==> src/rtl/operand_fetch_pkg.sv <==
// Shared decode definitions for the operand-fetch stage: RV32I opcodes, register index type
// and the per-instruction operand/destination usage summary.
package cpu_pkg;

  localparam logic [6:0] OPC_LUI    = 7'b0110111;
  localparam logic [6:0] OPC_AUIPC  = 7'b0010111;
  localparam logic [6:0] OPC_JAL    = 7'b1101111;
  localparam logic [6:0] OPC_JALR   = 7'b1100111;
  localparam logic [6:0] OPC_BRANCH = 7'b1100011;
  localparam logic [6:0] OPC_LOAD   = 7'b0000011;
  localparam logic [6:0] OPC_STORE  = 7'b0100011;
  localparam logic [6:0] OPC_OPIMM  = 7'b0010011;
  localparam logic [6:0] OPC_OP     = 7'b0110011;

  typedef logic [4:0] reg_idx_t;

  typedef struct packed {
    logic uses_rs1;
    logic uses_rs2;
    logic writes_rd;
  } opf_use_t;

  // Unknown opcodes neither read nor write, so they can never stall or mark a register.
  function automatic opf_use_t decode_use(input logic [6:0] opc);
    opf_use_t u;
    u = '0;
    case (opc)
      OPC_LUI, OPC_AUIPC, OPC_JAL: u.writes_rd = 1'b1;
      OPC_JALR, OPC_LOAD, OPC_OPIMM: begin
        u.uses_rs1  = 1'b1;
        u.writes_rd = 1'b1;
      end
      OPC_BRANCH, OPC_STORE: begin
        u.uses_rs1 = 1'b1;
        u.uses_rs2 = 1'b1;
      end
      OPC_OP: begin
        u.uses_rs1  = 1'b1;
        u.uses_rs2  = 1'b1;
        u.writes_rd = 1'b1;
      end
      default: u = '0;
    endcase
    return u;
  endfunction

endpackage

==> src/rtl/operand_fetch_if.sv <==
// Fetch-side and execute-side valid/ready handshakes of the operand-fetch stage.
// master = fetch/execute neighbours, slave = operand_fetch.
interface operand_fetch_if #(parameter int XLEN = 32);

  logic            in_valid;
  logic            in_ready;
  logic [XLEN-1:0] in_pc;
  logic [31:0]     in_instr;

  logic            ex_valid;
  logic            ex_ready;
  logic [XLEN-1:0] ex_pc;
  logic [31:0]     ex_instr;
  logic [XLEN-1:0] ex_rs1_val;
  logic [XLEN-1:0] ex_rs2_val;
  logic [4:0]      ex_rd;

  modport master (
    output in_valid, in_pc, in_instr, ex_ready,
    input  in_ready, ex_valid, ex_pc, ex_instr, ex_rs1_val, ex_rs2_val, ex_rd
  );

  modport slave (
    input  in_valid, in_pc, in_instr, ex_ready,
    output in_ready, ex_valid, ex_pc, ex_instr, ex_rs1_val, ex_rs2_val, ex_rd
  );

endinterface

==> src/rtl/operand_fetch_scoreboard.sv <==
// In-flight destination tracker: one pending bit per register, set on issue,
// cleared by writeback or by a flushed ID/EX entry; set wins, x0 never pending.
module opf_scoreboard
  import cpu_pkg::*;
#(
  parameter int NREGS = 32
) (
  input  logic             clk,
  input  logic             rst_n,
  input  logic             set_en,
  input  reg_idx_t         set_idx,
  input  logic             clr_wb_en,
  input  reg_idx_t         clr_wb_idx,
  input  logic             clr_fl_en,
  input  reg_idx_t         clr_fl_idx,
  output logic [NREGS-1:0] pend
);

  logic [NREGS-1:0] set_vec;
  logic [NREGS-1:0] clr_vec;
  logic [NREGS-1:0] pend_nxt;

  always_comb begin
    set_vec = '0;
    clr_vec = '0;
    if (set_en)    set_vec[set_idx]    = 1'b1;
    if (clr_wb_en) clr_vec[clr_wb_idx] = 1'b1;
    if (clr_fl_en) clr_vec[clr_fl_idx] = 1'b1;
    pend_nxt    = (pend & ~clr_vec) | set_vec;
    pend_nxt[0] = 1'b0;
  end

  always_ff @(posedge clk or negedge rst_n) begin
    if (!rst_n) pend <= '0;
    else        pend <= pend_nxt;
  end

endmodule

==> src/rtl/operand_fetch.sv <==
// ID/operand-read stage: decode, hazard stall against the scoreboard, operand read and ID/EX register.
// OPF_WB_BYPASS_EN enables same-cycle writeback bypass into the operands and hazard check.
module operand_fetch
  import cpu_pkg::*;
#(
  parameter int XLEN  = 32,
  parameter int NREGS = 32
) (
  input  logic             clk,
  input  logic             rst_n,
  operand_fetch_if.slave   bus,
  output reg_idx_t         rf_rs1_addr,
  output reg_idx_t         rf_rs2_addr,
  input  logic [XLEN-1:0]  rf_rs1_data,
  input  logic [XLEN-1:0]  rf_rs2_data,
  input  logic             wb_we,
  input  reg_idx_t         wb_rd,
  input  logic [XLEN-1:0]  wb_data,
  input  logic             flush
);

  reg_idx_t         rs1, rs2, rd;
  opf_use_t         use_d;
  logic [NREGS-1:0] pend;
  logic             pend_rs1_raw, pend_rs2_raw, pend_rd;
  logic             pend_rs1, pend_rs2;
  logic [XLEN-1:0]  op_rs1, op_rs2;
  logic             hazard, in_ready, issue;
  reg_idx_t         rd_nxt;

  logic             ex_valid_q;
  logic [XLEN-1:0]  ex_pc_q;
  logic [31:0]      ex_instr_q;
  logic [XLEN-1:0]  ex_rs1_q, ex_rs2_q;
  reg_idx_t         ex_rd_q;

  assign rs1   = bus.in_instr[19:15];
  assign rs2   = bus.in_instr[24:20];
  assign rd    = bus.in_instr[11:7];
  assign use_d = decode_use(bus.in_instr[6:0]);

  assign rf_rs1_addr = rs1;
  assign rf_rs2_addr = rs2;

  assign pend_rs1_raw = (rs1 != '0) & pend[rs1];
  assign pend_rs2_raw = (rs2 != '0) & pend[rs2];
  assign pend_rd      = (rd  != '0) & pend[rd];

`ifdef OPF_WB_BYPASS_EN
  logic wb_hit_rs1, wb_hit_rs2;
  assign wb_hit_rs1 = wb_we & (wb_rd == rs1) & (rs1 != '0);
  assign wb_hit_rs2 = wb_we & (wb_rd == rs2) & (rs2 != '0);
  assign pend_rs1   = pend_rs1_raw & ~wb_hit_rs1;
  assign pend_rs2   = pend_rs2_raw & ~wb_hit_rs2;
  assign op_rs1     = wb_hit_rs1 ? wb_data : rf_rs1_data;
  assign op_rs2     = wb_hit_rs2 ? wb_data : rf_rs2_data;
`else
  // Without bypass the operand is picked up from the regfile the cycle after writeback.
  logic unused_wb_data;
  assign unused_wb_data = ^wb_data;
  assign pend_rs1 = pend_rs1_raw;
  assign pend_rs2 = pend_rs2_raw;
  assign op_rs1   = rf_rs1_data;
  assign op_rs2   = rf_rs2_data;
`endif

  // WAW check uses the raw bit in both builds: the new write must not race the retiring one.
  assign hazard = (use_d.uses_rs1 & pend_rs1) |
                  (use_d.uses_rs2 & pend_rs2) |
                  (use_d.writes_rd & pend_rd);

  assign in_ready = ~flush & ~hazard & (~ex_valid_q | bus.ex_ready);
  assign issue    = bus.in_valid & in_ready;
  assign rd_nxt   = use_d.writes_rd ? rd : '0;

  opf_scoreboard #(.NREGS(NREGS)) u_sb (
    .clk        (clk),
    .rst_n      (rst_n),
    .set_en     (issue & use_d.writes_rd & (rd != '0)),
    .set_idx    (rd),
    .clr_wb_en  (wb_we),
    .clr_wb_idx (wb_rd),
    .clr_fl_en  (flush & ex_valid_q & (ex_rd_q != '0)),
    .clr_fl_idx (ex_rd_q),
    .pend       (pend)
  );

  always_ff @(posedge clk or negedge rst_n) begin
    if (!rst_n) begin
      ex_valid_q <= 1'b0;
      ex_pc_q    <= '0;
      ex_instr_q <= '0;
      ex_rs1_q   <= '0;
      ex_rs2_q   <= '0;
      ex_rd_q    <= '0;
    end else if (flush) begin
      ex_valid_q <= 1'b0;
    end else if (issue) begin
      ex_valid_q <= 1'b1;
      ex_pc_q    <= bus.in_pc;
      ex_instr_q <= bus.in_instr;
      ex_rs1_q   <= op_rs1;
      ex_rs2_q   <= op_rs2;
      ex_rd_q    <= rd_nxt;
    end else if (bus.ex_ready) begin
      ex_valid_q <= 1'b0;
    end
  end

  assign bus.in_ready   = in_ready;
  assign bus.ex_valid   = ex_valid_q;
  assign bus.ex_pc      = ex_pc_q;
  assign bus.ex_instr   = ex_instr_q;
  assign bus.ex_rs1_val = ex_rs1_q;
  assign bus.ex_rs2_val = ex_rs2_q;
  assign bus.ex_rd      = ex_rd_q;

endmodule
==> src/flat_wrapper.sv <==
// flat-port wrapper written by rule: the top's interface ports become plain ports
module operand_fetch_flat import cpu_pkg::*;
#(
  parameter int XLEN  = 32,
  parameter int NREGS = 32
)
  (clk, rst_n, rf_rs1_addr, rf_rs2_addr, rf_rs1_data, rf_rs2_data, wb_we, wb_rd, wb_data, flush, bus_in_valid, bus_in_pc, bus_in_instr, bus_ex_ready, bus_in_ready, bus_ex_valid, bus_ex_pc, bus_ex_instr, bus_ex_rs1_val, bus_ex_rs2_val, bus_ex_rd);
  operand_fetch_if #(.XLEN(XLEN)) bus_i ();
  input  logic clk;
  input  logic rst_n;
  output reg_idx_t rf_rs1_addr;
  output reg_idx_t rf_rs2_addr;
  input  logic [XLEN-1:0] rf_rs1_data;
  input  logic [XLEN-1:0] rf_rs2_data;
  input  logic wb_we;
  input  reg_idx_t wb_rd;
  input  logic [XLEN-1:0] wb_data;
  input  logic flush;
  input wire logic [$bits(bus_i.in_valid)-1:0] bus_in_valid;
  input wire logic [$bits(bus_i.in_pc)-1:0] bus_in_pc;
  input wire logic [$bits(bus_i.in_instr)-1:0] bus_in_instr;
  input wire logic [$bits(bus_i.ex_ready)-1:0] bus_ex_ready;
  output wire logic [$bits(bus_i.in_ready)-1:0] bus_in_ready;
  output wire logic [$bits(bus_i.ex_valid)-1:0] bus_ex_valid;
  output wire logic [$bits(bus_i.ex_pc)-1:0] bus_ex_pc;
  output wire logic [$bits(bus_i.ex_instr)-1:0] bus_ex_instr;
  output wire logic [$bits(bus_i.ex_rs1_val)-1:0] bus_ex_rs1_val;
  output wire logic [$bits(bus_i.ex_rs2_val)-1:0] bus_ex_rs2_val;
  output wire logic [$bits(bus_i.ex_rd)-1:0] bus_ex_rd;
  assign bus_i.in_valid = bus_in_valid;
  assign bus_i.in_pc = bus_in_pc;
  assign bus_i.in_instr = bus_in_instr;
  assign bus_i.ex_ready = bus_ex_ready;
  assign bus_in_ready = bus_i.in_ready;
  assign bus_ex_valid = bus_i.ex_valid;
  assign bus_ex_pc = bus_i.ex_pc;
  assign bus_ex_instr = bus_i.ex_instr;
  assign bus_ex_rs1_val = bus_i.ex_rs1_val;
  assign bus_ex_rs2_val = bus_i.ex_rs2_val;
  assign bus_ex_rd = bus_i.ex_rd;
  operand_fetch #(.XLEN(XLEN), .NREGS(NREGS)) u_core (.clk(clk), .rst_n(rst_n), .bus(bus_i), .rf_rs1_addr(rf_rs1_addr), .rf_rs2_addr(rf_rs2_addr), .rf_rs1_data(rf_rs1_data), .rf_rs2_data(rf_rs2_data), .wb_we(wb_we), .wb_rd(wb_rd), .wb_data(wb_data), .flush(flush));
endmodule
==> config.mk <==
export PLATFORM = sky130hd
export DESIGN_NAME = operand_fetch_flat
export DESIGN_NICKNAME = d
export VERILOG_FILES = /design/src/rtl/operand_fetch_pkg.sv /design/src/rtl/operand_fetch_if.sv /design/src/rtl/operand_fetch_scoreboard.sv /design/src/rtl/operand_fetch.sv /design/src/flat_wrapper.sv
export SDC_FILE = /design/constraint.sdc
export NUM_CORES = 1
export LEC_CHECK = 0
export ABC_AREA = 1
export CAP_MARGIN = 5
export CORE_MARGIN = 2
export CORE_UTILIZATION = 45
export CTS_CLUSTER_DIAMETER = 60
export CTS_CLUSTER_SIZE = 14
export DETAILED_ROUTE_END_ITERATION = 8
export PLACE_DENSITY = 0.8
export SLEW_MARGIN = 25
export SYNTH_ARGS = -nofsm -noshare
export SYNTH_HDL_FRONTEND = slang
export SYNTH_SLANG_ARGS = --single-unit
export TNS_END_PERCENT = 1
==> constraint.sdc <==
create_clock -name clk -period 2.5 [get_ports clk]
set_clock_uncertainty 0.15 [all_clocks]
set_input_delay 0.5 -clock clk [delete_from_list [all_inputs] [get_ports clk]]
set_output_delay 0.5 -clock clk [all_outputs]
set_load 0.005 [all_outputs]
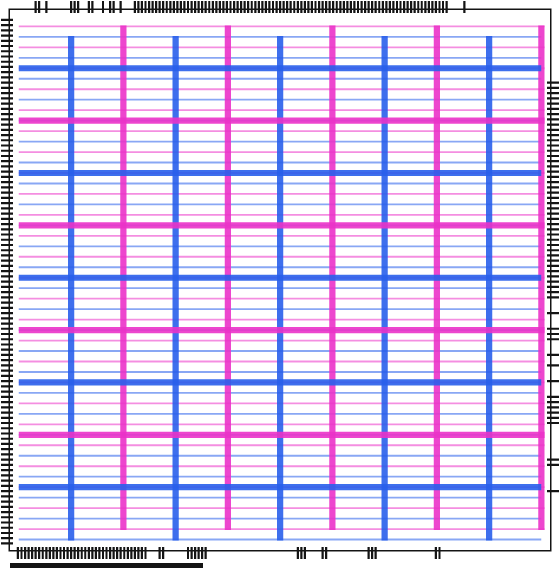
(power grid)
Scale bar: 50 um. Pins as bars on the die edge.
legend:
  magenta:
    net: VDD
  blue:
    net: VSS
signal pins: 316
met4 straps: 10
Die W: 140 um
peak supply drop: 0.510 mV
Core Area: 18,100 um2
Die H: 140 um

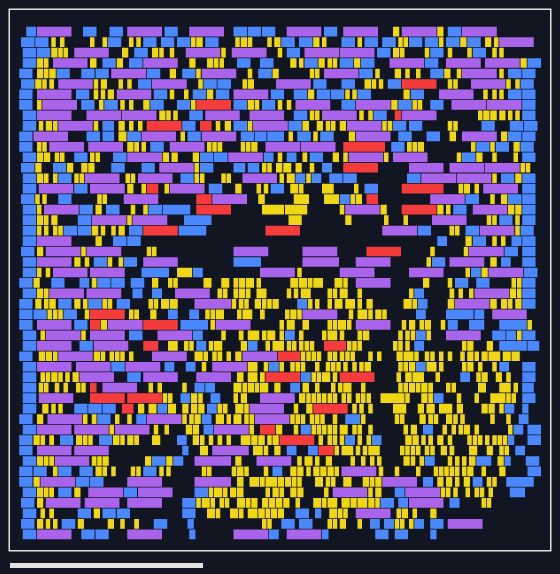
(cells colored by class)
Scale bar: 50 um.
legend:
  blue:
    class: remaining buffers and delay cells
    cells: 366
    share_of_their_area: 29%
  yellow:
    class: remaining logic cells
    cells: 898
    share_of_their_area: 32%
  purple:
    class: registers
    cells: 165
    share_of_their_area: 34%
  red:
    class: clock drivers and dummy loads
    cells: 32
    share_of_their_area: 5.0%

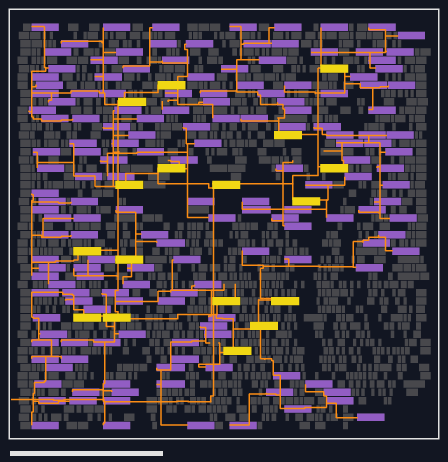
(clock network drawn from the DEF)
Scale bar: 50 um.
legend:
  orange:
    item: clock wires
    length: 2,090 um
  purple:
    item: flip-flops
    count: 165
  yellow:
    item: clock-net drivers
    count: 17
flops lie: spread over the die
routed clock nets: 18
Latency at later pin: 0.43 ns
power share of the clock group: 32.8%
Clk power: 2.74 mW

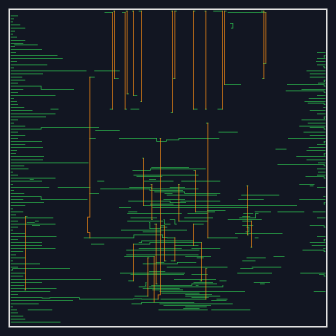
(signal wires by layer)
Only two layers are drawn.
legend:
  orange:
    layer: M4
    wire_length: 1,000 um
  green:
    layer: M3
    wire_length: 3,140 um

-- worst max-delay path: stages --
cell and delay, ns:
dlygate4sd2_1 0.29, inv_1 0.07, or2_2 0.30, a21oi_1 0.18, nor2_1 0.08, nand2_1 0.08
nand3_2 0.09, nand3_4 0.08, nor2_4 0.03, buf_2 0.12
-- repair_timing --
| action | in CTS | in global routing |
|---|---|---|
| hold buffers | 1 | 0 |
| hold endpoints to repair | 131 | 0 |
| pin swaps | 8 | 14 |
| setup buffers | 4 | 6 |
| resized | 49 | 42 |
| endpoints found under the setup margin | 157 | 1 |
-- cell families (layout without fill, tap and decap cells) --
family	Yosys count	count (layout)
AND-OR/OR-AND	69	69
flip-flops	165	165
buffers and inverters	144	466
other	0	1
AND/OR/NAND/NOR	761	761
==> metrics.cfg <==
[logic_synthesis]
yosys_warnings=0
ys_cells=1139
yosys.area_share.aoi_pct=4.81
ys_types=22
netlist_top_cells_area=dfrtp_1 (49%), nand2_1 (21%), nand3_1 (10%)
synth_nets=1310
top_logic_kind=simple AND/OR/NAND/NOR gates
ys_area_um2=8350
edf_count=0
synthCells=1139

[cells_and_area]
largestClassByArea=sequential cells
regArea_um2=4140
comb_area_um2=3720
nets=1619
lay_top_count=nand2_1

[clock_network]
cts_tree=done
cts-root-buf=clkbuf_16

[sta]
setup_ws_ns=0.0172
setup_violations=0
period_minus_slack_ns=2.48
tns_ns=0

[placement]
portBuffers=283
hpwl_mm=20.9

[power]
maxPowerGroup=registers
leakage_nw=6.18
powerSeq_mw=3.36
p_comb_share_pct=27.0

[die]
rows=49
io_pins=316
taps=229

[detailed_routing]
drtAntennaViolNets=0
via_count=9008
drc=0
dr_wl_met2_mm=13.3

[worst_hold_path]
min_to=u_core.bus.ex_rd[4]

[flow_run]
maxCapViolations=0

[worst_setup_path]
r2r-end=u_core.bus.ex_rs1_val[29]
endpoint=bus_in_ready
critPathKind=input port to output port

[global_route]
grt_pass1_wl_mm=45.5
use_met2_pct=46.6
met1_usage_pct=37.8

[status]
status=complete, no violations

No activity file was given, so power comes from the tool's default toggle rates.
